==> src/rtl/uart_tx_if.sv <==
// Parallel-side handshake and serial output of uart_tx, bundled for port connection.
// master drives the byte request; slave is the transmitter.
interface uart_tx_if;
   logic       i_TX_START;
   logic [7:0] i_TX_DATA;
   logic       o_TX_SERIAL;
   logic       o_TX_BUSY;
   logic       o_TX_DONE;

   modport master (
      output i_TX_START,
      output i_TX_DATA,
      input  o_TX_SERIAL,
      input  o_TX_BUSY,
      input  o_TX_DONE
   );

   modport slave (
      input  i_TX_START,
      input  i_TX_DATA,
      output o_TX_SERIAL,
      output o_TX_BUSY,
      output o_TX_DONE
   );
endinterface

==> src/rtl/uart_tx.sv <==
// UART transmitter: 8 data bits, 1 start, 1 stop, LSB first; each bit is 16 baud ticks.
// Define UART_TX_PARITY_EN to send an even-parity bit between data bit 7 and the stop bit.
module uart_tx #(
   parameter int BAUD_RATE = 115200,
   parameter int CLK_FREQ  = 25000000
) (
   input  logic     i_CLK,
   input  logic     i_RESET,
   uart_tx_if.slave tx
);
   localparam int MAX_COUNT = CLK_FREQ / (BAUD_RATE * 16) - 1;
   localparam int CNT_W     = (MAX_COUNT > 0) ? $clog2(MAX_COUNT + 1) : 1;
   localparam logic [CNT_W-1:0] MAX_CNT = CNT_W'(MAX_COUNT);

   localparam logic [2:0] S_IDLE   = 3'd0;
   localparam logic [2:0] S_START  = 3'd1;
   localparam logic [2:0] S_DATA   = 3'd2;
`ifdef UART_TX_PARITY_EN
   localparam logic [2:0] S_PARITY = 3'd3;
`endif
   localparam logic [2:0] S_STOP   = 3'd4;

   logic [2:0]       state_q, state_d;
   logic [CNT_W-1:0] baud_q, baud_d;
   logic [3:0]       tick_q, tick_d;
   logic [2:0]       bit_q, bit_d;
   logic [7:0]       shift_q, shift_d;
   logic             serial_q, serial_d;
   logic             busy_q, busy_d;
   logic             done_q, done_d;
`ifdef UART_TX_PARITY_EN
   logic             parity_q, parity_d;
`endif

   logic tick;
   logic bit_end;

   assign tick    = (baud_q == MAX_CNT);
   assign bit_end = tick && (tick_q == 4'hF);

   always_ff @(posedge i_CLK or posedge i_RESET) begin
      if (i_RESET) begin
         state_q  <= S_IDLE;
         baud_q   <= '0;
         tick_q   <= '0;
         bit_q    <= '0;
         shift_q  <= '0;
         serial_q <= 1'b1;
         busy_q   <= 1'b0;
         done_q   <= 1'b0;
`ifdef UART_TX_PARITY_EN
         parity_q <= 1'b0;
`endif
      end else begin
         state_q  <= state_d;
         baud_q   <= baud_d;
         tick_q   <= tick_d;
         bit_q    <= bit_d;
         shift_q  <= shift_d;
         serial_q <= serial_d;
         busy_q   <= busy_d;
         done_q   <= done_d;
`ifdef UART_TX_PARITY_EN
         parity_q <= parity_d;
`endif
      end
   end

   always_comb begin
      state_d = state_q;
      baud_d  = tick ? '0 : baud_q + CNT_W'(1);
      tick_d  = tick_q + {3'b000, tick};
      bit_d   = bit_q;
      shift_d = shift_q;
`ifdef UART_TX_PARITY_EN
      parity_d = parity_q;
`endif
      case (state_q)
         S_IDLE: begin
            // Counters sit at zero so the first bit period starts on the accepting edge.
            baud_d = '0;
            tick_d = '0;
            bit_d  = '0;
            if (tx.i_TX_START) begin
               state_d = S_START;
               shift_d = tx.i_TX_DATA;
`ifdef UART_TX_PARITY_EN
               parity_d = ^tx.i_TX_DATA;
`endif
            end
         end
         S_START: begin
            if (bit_end) begin
               state_d = S_DATA;
               bit_d   = '0;
            end
         end
         S_DATA: begin
            if (bit_end) begin
               shift_d = {1'b0, shift_q[7:1]};
               bit_d   = bit_q + 3'd1;
               if (bit_q == 3'd7) begin
`ifdef UART_TX_PARITY_EN
                  state_d = S_PARITY;
`else
                  state_d = S_STOP;
`endif
               end
            end
         end
`ifdef UART_TX_PARITY_EN
         S_PARITY: begin
            if (bit_end) state_d = S_STOP;
         end
`endif
         S_STOP: begin
            if (bit_end) state_d = S_IDLE;
         end
         default: begin
            state_d = S_IDLE;
            baud_d  = '0;
            tick_d  = '0;
            bit_d   = '0;
         end
      endcase
   end

   // Outputs are decoded from the next state so the line and busy change on the edge itself.
   always_comb begin
      busy_d = (state_d != S_IDLE);
      done_d = (state_q == S_STOP) && bit_end;
      case (state_d)
         S_START:  serial_d = 1'b0;
         S_DATA:   serial_d = shift_d[0];
`ifdef UART_TX_PARITY_EN
         S_PARITY: serial_d = parity_d;
`endif
         default:  serial_d = 1'b1;
      endcase
   end

   assign tx.o_TX_SERIAL = serial_q;
   assign tx.o_TX_BUSY   = busy_q;
   assign tx.o_TX_DONE   = done_q;
endmodule

==> src/flat_wrapper.sv <==
// flat-port wrapper written by rule: the top's interface ports become plain ports
module uart_tx_flat 
#(
   parameter int BAUD_RATE = 115200,
   parameter int CLK_FREQ  = 25000000
)
  (i_CLK, i_RESET, tx_i_TX_START, tx_i_TX_DATA, tx_o_TX_SERIAL, tx_o_TX_BUSY, tx_o_TX_DONE);
  uart_tx_if tx_i ();
  input  logic i_CLK;
  input  logic i_RESET;
  input wire logic [$bits(tx_i.i_TX_START)-1:0] tx_i_TX_START;
  input wire logic [$bits(tx_i.i_TX_DATA)-1:0] tx_i_TX_DATA;
  output wire logic [$bits(tx_i.o_TX_SERIAL)-1:0] tx_o_TX_SERIAL;
  output wire logic [$bits(tx_i.o_TX_BUSY)-1:0] tx_o_TX_BUSY;
  output wire logic [$bits(tx_i.o_TX_DONE)-1:0] tx_o_TX_DONE;
  assign tx_i.i_TX_START = tx_i_TX_START;
  assign tx_i.i_TX_DATA = tx_i_TX_DATA;
  assign tx_o_TX_SERIAL = tx_i.o_TX_SERIAL;
  assign tx_o_TX_BUSY = tx_i.o_TX_BUSY;
  assign tx_o_TX_DONE = tx_i.o_TX_DONE;
  uart_tx #(.BAUD_RATE(BAUD_RATE), .CLK_FREQ(CLK_FREQ)) u_core (.i_CLK(i_CLK), .i_RESET(i_RESET), .tx(tx_i));
endmodule
==> config.mk <==
export PLATFORM = sky130hd
export DESIGN_NAME = uart_tx_flat
export DESIGN_NICKNAME = d
export VERILOG_FILES = /design/src/rtl/uart_tx_if.sv /design/src/rtl/uart_tx.sv /design/src/flat_wrapper.sv
export SDC_FILE = /design/constraint.sdc
export NUM_CORES = 1
export LEC_CHECK = 0
export ABC_AREA = 1
export CAP_MARGIN = 10
export CORE_ASPECT_RATIO = 0.75
export CORE_MARGIN = 2
export CORE_UTILIZATION = 58
export DETAILED_ROUTE_END_ITERATION = 8
export MAX_ROUTING_LAYER = met4
export PLACE_DENSITY = 0.84
export SYNTH_ARGS = -nofsm -noshare
export SYNTH_HDL_FRONTEND = slang
export SYNTH_SLANG_ARGS = --single-unit
==> constraint.sdc <==
create_clock -name i_CLK -period 3.4 [get_ports i_CLK]
set_input_delay 0.68 -clock i_CLK [delete_from_list [all_inputs] [get_ports i_CLK]]
set_output_delay 0.68 -clock i_CLK [all_outputs]
set_load 0.03 [all_outputs]
==> run_1/m3.png <==
Scale: 8 px per um. Cells faint in the background.
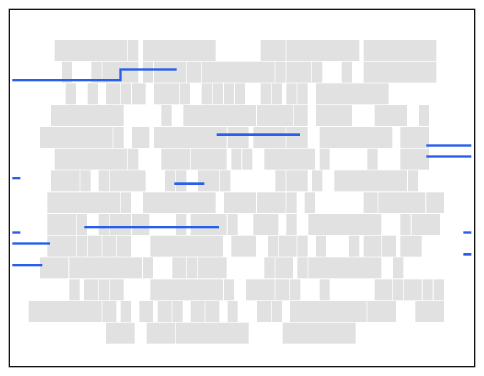
The layer holds 3.2% of the routed length. The layer carries 72.9 um of wire. 10 nets have wire on it. The wires run mostly horizontal. The longest straight run is 16.6 um.
GRT met3 Usage: 6.14%
final wirelength: 2280 um
Vias: 949

==> run_1/clock_wires.png <==
Scale: 6 px per um.
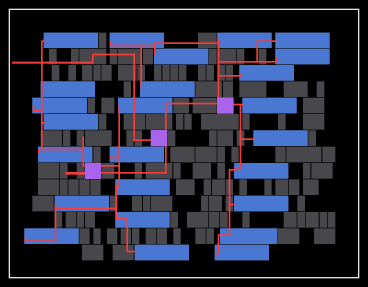
Purple marks clock-net drivers, count 3. Red marks clock wires, length 269 um. Blue marks flip-flops, count 25.
Position of the flops: widely spread.
Clock Latency Late Sink: 0.31 ns
Clock Skews: 0.000635 ns
clock share of power: 29.3%

==> run_1/port_trees.png <==
Scale: 4 px per um.
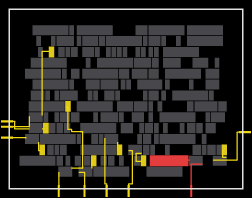
Red marks `tx_o_TX_SERIAL`, bits 1, direction output, end cells 1, buffers 1, wire 8.80 um. Yellow marks `tx_i_TX_DATA`, bits 8, direction input, end cells 8, buffers 8, wire 117 um.
I/O Pins: 14
PortBufs: 13

==> run summary, run 1 <==
Overflow after GRT = 0
hold_buf cts = 0
clk tree area frac = 1.82%
DR vias/cell = 5.27
ys flops = 25
antenna viol nets, final = 0
die area = 0.00258 sq mm
Post-route DRC = 0
cycle use final = 64.3%
post-synthesis sequential area ratio = 49.5%
Slowest cell on crit path = clkdlybuf4s50_1
mi-comb count = 90
non-clk buf share = 9.02%
Placed Cells = 176
clock transition at the registers of the reported paths = 0.13 ns
status = complete, no violations
Inverters, non-clock = 24
xor+xnor area frac = 2.07%
YS chip area = 0.00127 sq mm
CTS buffer count = 3
Reg-to-Reg End = u_core.tick_q[2]$_DFF_PP0_
Sequential Area = 627 sq um
critical setup path kind = reg2out
vias in the first global route = 952
final setup fails = 0
average size of a mapped cell = 9.05 sq um
Primary FF master, synth = dfrtp_1
Post-Layout Cell Count = 180
number of non-clock buffers = 13
simple-gate portion of the synthesized area = 31.3%
Root Buffer = clkbuf_4
layout cell share with drive strength beyond 1 = 13.5%
dominant logic cell type in the layout = nand2_1
max reg flops = 8
Int Power = 353 uW
number of logged tool warnings = 27
actual slew at the worst max-slew pin = 0.906 ns
hold endpoint = u_core.bit_q[0]$_DFFE_PP0P_
RePlAce Congestion = 0.788
multi-input combinational cell area = 534 sq um
Fin. Hold Viols = 0
H-tree level count = 1
RSZ-0062 raised after global routing = no
Hold Path Depth = 1
CTS max path bufs = 2
# clock sinks = 25
pwr dens = 308 mW/mm^2
Comb/total area = 37.0%
Cell Area, Synth = 0.00127 sq mm
Reg power frac = 66.8%
R2R Path Start = u_core.baud_q[0]$_DFF_PP0_
Top cells by area = dfrtp_1 47%, nand2_1 10%, nand3_1 6.3%
final worst slack = 1.21 ns
Max Cap Violations = 0
mux share = 0%
Yosys Instances = 140
sequential cell area share = 43.5%
crit path launch = u_core.tx.o_TX_SERIAL$_DFF_PP1_
Site Rows = 14
Biggest register = u_core.shift_q
largest net degree at the start of global routing = 26
CP Capture Type = output pin
Data arrival, critical path = 1.51 ns
routed len/inst = 12.7 um
filler instances = 182
==> inputs of run 2 (changes only) <==
--- a/config.mk
+++ b/config.mk
@@ -9,10 +9,10 @@
 export CAP_MARGIN = 10
 export CORE_ASPECT_RATIO = 0.75
 export CORE_MARGIN = 2
-export CORE_UTILIZATION = 58
+export CORE_UTILIZATION = 49
 export DETAILED_ROUTE_END_ITERATION = 8
 export MAX_ROUTING_LAYER = met4
-export PLACE_DENSITY = 0.84
+export PLACE_DENSITY = 0.76
 export SYNTH_ARGS = -nofsm -noshare
 export SYNTH_HDL_FRONTEND = slang
 export SYNTH_SLANG_ARGS = --single-unit
==> constraint.sdc (replaced) <==
create_clock -name i_CLK -period 1.79 [get_ports i_CLK]
set_input_delay 0.358 -clock i_CLK [delete_from_list [all_inputs] [get_ports i_CLK]]
set_output_delay 0.358 -clock i_CLK [all_outputs]
set_load 0.03 [all_outputs]
==> run summary, run 2 <==
status = complete, no violations
Placed Cells = 188 (+6.8%)
H-tree level count = 1 (unchanged)
xor+xnor area frac = 2.07% (unchanged)
number of logged tool warnings = 27 (unchanged)
simple-gate portion of the synthesized area = 31.3% (unchanged)
Biggest register = u_core.shift_q
Post-Layout Cell Count = 192 (+6.7%)
number of non-clock buffers = 15 (+2)
# clock sinks = 25 (unchanged)
YS chip area = 0.00127 sq mm (unchanged)
Data arrival, critical path = 1.33 ns (-0.18 ns)
Fin. Hold Viols = 0 (unchanged)
DR vias/cell = 5.09 (-3.5%)
mi-comb count = 90 (unchanged)
max reg flops = 8 (unchanged)
final worst slack = 0.0977 ns (-1.12 ns)
Sequential Area = 627 sq um (unchanged)
Slowest cell on crit path = clkdlybuf4s50_1
clk tree area frac = 1.87% (+0.051 points)
Overflow after GRT = 0 (unchanged)
filler instances = 220 (+21%)
average size of a mapped cell = 9.05 sq um (unchanged)
Reg-to-Reg End = u_core.tick_q[2]$_DFF_PP0_
non-clk buf share = 9.79% (+0.77 points)
layout cell share with drive strength beyond 1 = 15.2% (+1.7 points)
CTS max path bufs = 2 (unchanged)
final setup fails = 0 (unchanged)
actual slew at the worst max-slew pin = 0.400 ns (-0.507 ns)
CTS buffer count = 3 (unchanged)
RSZ-0062 raised after global routing = no
die area = 0.00301 sq mm (+17%)
RePlAce Congestion = 0.807 (+2.4%)
antenna viol nets, final = 0 (unchanged)
vias in the first global route = 891 (-6.4%)
dominant logic cell type in the layout = nand2_1
Max Cap Violations = 0 (unchanged)
clock transition at the registers of the reported paths = 0.14 ns (about the same)
==> run_2/congestion_map.png <==
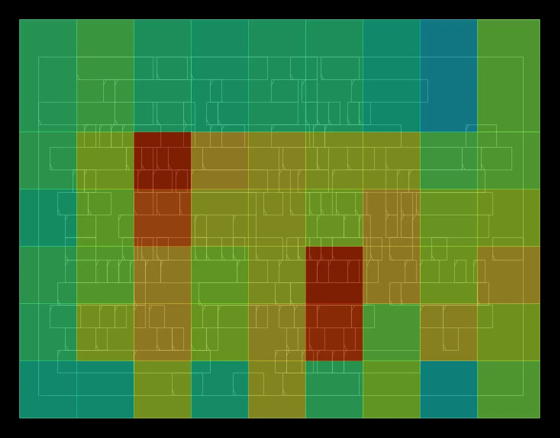
gr busiest metal: met2
All-Layer GR Usage: 17.9%
GRT met3 Usage: 4.24%
M1 GR Usage: 21.1%
Final Util: 61.7%

==> run_2/port_trees.png <==
Scale: 4 px per um.
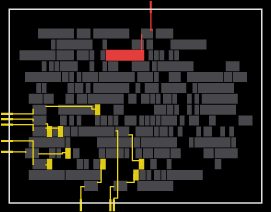
Yellow marks `tx_i_TX_DATA`, bits 8, direction input, end cells 8, buffers 8, wire 109 um. Red marks `tx_o_TX_SERIAL`, bits 1, direction output, end cells 1, buffers 1, wire 9.70 um.

==> run_2/clock_wires.png <==
Scale: 6 px per um.
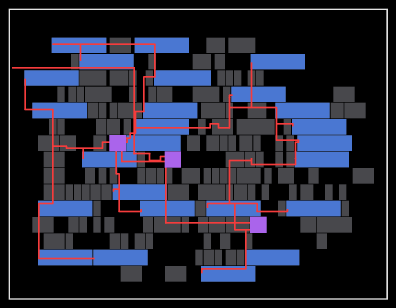
Red marks clock wires, length 315 um. Purple marks clock-net drivers, count 3. Blue marks flip-flops, count 25.
There are 4 routed clock nets. Position of the flops: widely spread.
Clock group: 258 uW
clock share of power: 30.0%
Clock Skews: 0.00777 ns
Clock Latency Late Sink: 0.33 ns

==> inputs of run 3 (changes only) <==
--- a/config.mk
+++ b/config.mk
@@ -8,7 +8,6 @@
 export ABC_AREA = 1
 export CAP_MARGIN = 10
 export CORE_ASPECT_RATIO = 0.75
-export CORE_MARGIN = 2
 export CORE_UTILIZATION = 49
 export DETAILED_ROUTE_END_ITERATION = 8
 export MAX_ROUTING_LAYER = met4
==> run summary, run 3 <==
H-tree level count = 1 (unchanged)
hold_buf cts = 0
CTS tree = built
Int Power = 672 uW
Seq cells = 25
gr busiest metal = met2
Async SR Flop Fraction = 100%
Hold WS = 0.379 ns
Final Util = 62.1% (+0.44 points)
max reg flops = 8 (unchanged)
diodes inserted = 0
crit path launch = u_core.tx.o_TX_BUSY$_DFF_PP0_
cell type with the largest total area = dfrtp_1
# clock sinks = 25 (unchanged)
RePlAce Congestion = 0.848 (+5.1%)
Overflow after GRT = 0 (unchanged)
vias in the first global route = 875 (-1.8%)
CTS max path bufs = 2 (unchanged)
Max Cap Violations = 0 (unchanged)
final setup fails = 0 (unchanged)
Clock group = 247 uW (-4%)
xor+xnor area frac = 2.07% (unchanged)
clk tree area frac = 1.79% (-0.084 points)
Sequential Area = 627 sq um (unchanged)
number of logged tool warnings = 27 (unchanged)
Slowest cell on crit path = clkdlybuf4s50_1
filler instances = 225 (+2.3%)
average size of a mapped cell = 9.05 sq um (unchanged)
mux share = 0%
DR vias/cell = 4.86 (-4.4%)
library cells used by synthesis = 26
clock transition at the registers of the reported paths = 0.13 ns (about the same)
die area = 0.00280 sq mm (-7.2%)
YS chip area = 0.00127 sq mm (unchanged)
Critical Path RT = 1.43 ns
status = complete, no violations
layout cell share with drive strength beyond 1 = 14.6% (-0.63 points)
antenna viol nets, final = 0 (unchanged)
well-tap cell count = 34
dominant logic cell type in the layout = nand2_1
simple-gate portion of the synthesized area = 31.3% (unchanged)
met2 usage = 31.0%
sequential cell area share = 42.7%
Fin. Hold Viols = 0 (unchanged)
Top logic family = simple AND/OR/NAND/NOR gates
non-clk buf share = 9.80% (about the same)
number of non-clock buffers = 15 (unchanged)
mi-comb count = 90 (unchanged)
pwr dens = 577 mW/mm^2
Biggest register = u_core.shift_q
actual slew at the worst max-slew pin = 0.356 ns (-0.0434 ns)
CP Capture Type = output pin
Placed Cells = 188 (unchanged)
Data arrival, critical path = 1.31 ns (-0.02 ns)
RSZ-0062 raised after global routing = no
ao+oa area frac = 2.86%
Slew Limit Fails = 0
floorplan net count = 157
DP HPWL = 1610 um
largest net degree at the start of global routing = 26
Post-Layout Cell Count = 192 (unchanged)
R2R Setup Slk = 0.24 ns
Crit path max-delay family = buffers and inverters
final worst slack = 0.121 ns (+0.0237 ns)
top cell class by occupied area = flip-flops and latches
Sw Share = 20.6%
Reg-to-Reg End = u_core.tick_q[2]$_DFF_PP0_
cycle use final = 93.2%
Setup Buffers After CTS = 0
CTS buffer count = 3 (unchanged)
Inverters, non-clock = 24
Post-synth EDFFs = 0
All-Layer GR Usage = 19.4% (+1.5 points)
==> run_3/congestion_map.png <==
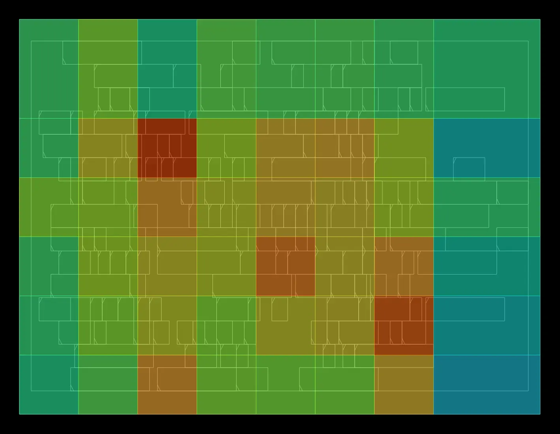
GRT met3 Usage: 5.11%
routed len/inst: 11.5 um
M1 GR Usage: 25.5%

==> run_3/clock_wires.png <==
Scale: 6 px per um.
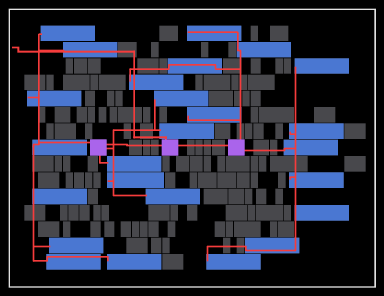
Red marks clock wires, length 297 um. Purple marks clock-net drivers, count 3. Blue marks flip-flops, count 25.
There are 4 routed clock nets. Position of the flops: widely spread.
Clock Latency Late Sink: 0.31 ns
Clock Skews: 0.00641 ns
clock share of power: 29.2%

==> run_3/m3.png <==
Scale: 8 px per um. Cells faint in the background.
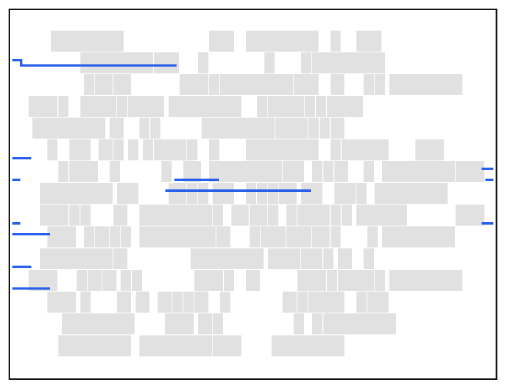
The wires run mostly horizontal. The longest straight run is 19.3 um. 11 nets have wire on it. The layer holds 2.8% of the routed length. The layer carries 61.4 um of wire.
Vias: 934
final wirelength: 2200 um


==> layout pictures side by side <==
Local utilization.
image #1
Scale: 6 px per um. The die is cut into 6 by 5 equal tiles; dark blue is low, red is high, 0 to 100% covered.
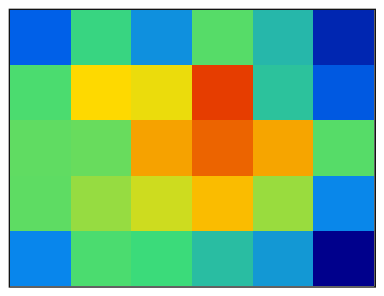
image #2
Scale: 6 px per um. The die is cut into 12 by 9 equal tiles; dark blue is low, red is high, 0 to 100% covered.
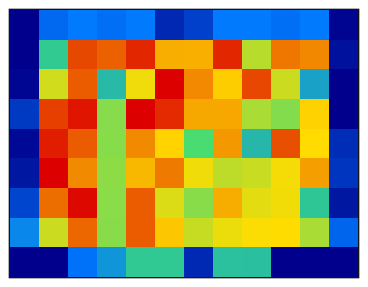
image #3
Scale: 6 px per um. The die is cut into 6 by 5 equal tiles; dark blue is low, red is high, 0 to 100% covered.
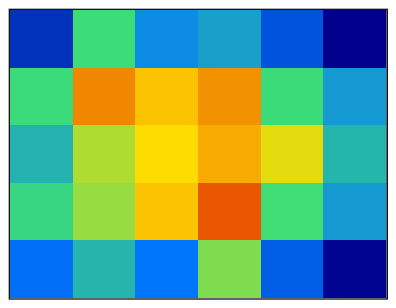
image #1 -> run 3
image #3 -> run 2
image #2 -> run 1

Key to image #3:
The densest ninth of the die: center. 20% of the tiles are over 75% full. The fullest tile reaches 90%. The mean over all tiles is 47%. 6.7% of the tiles are nearly empty.

No activity file was given, so power comes from the tool's default toggle rates.
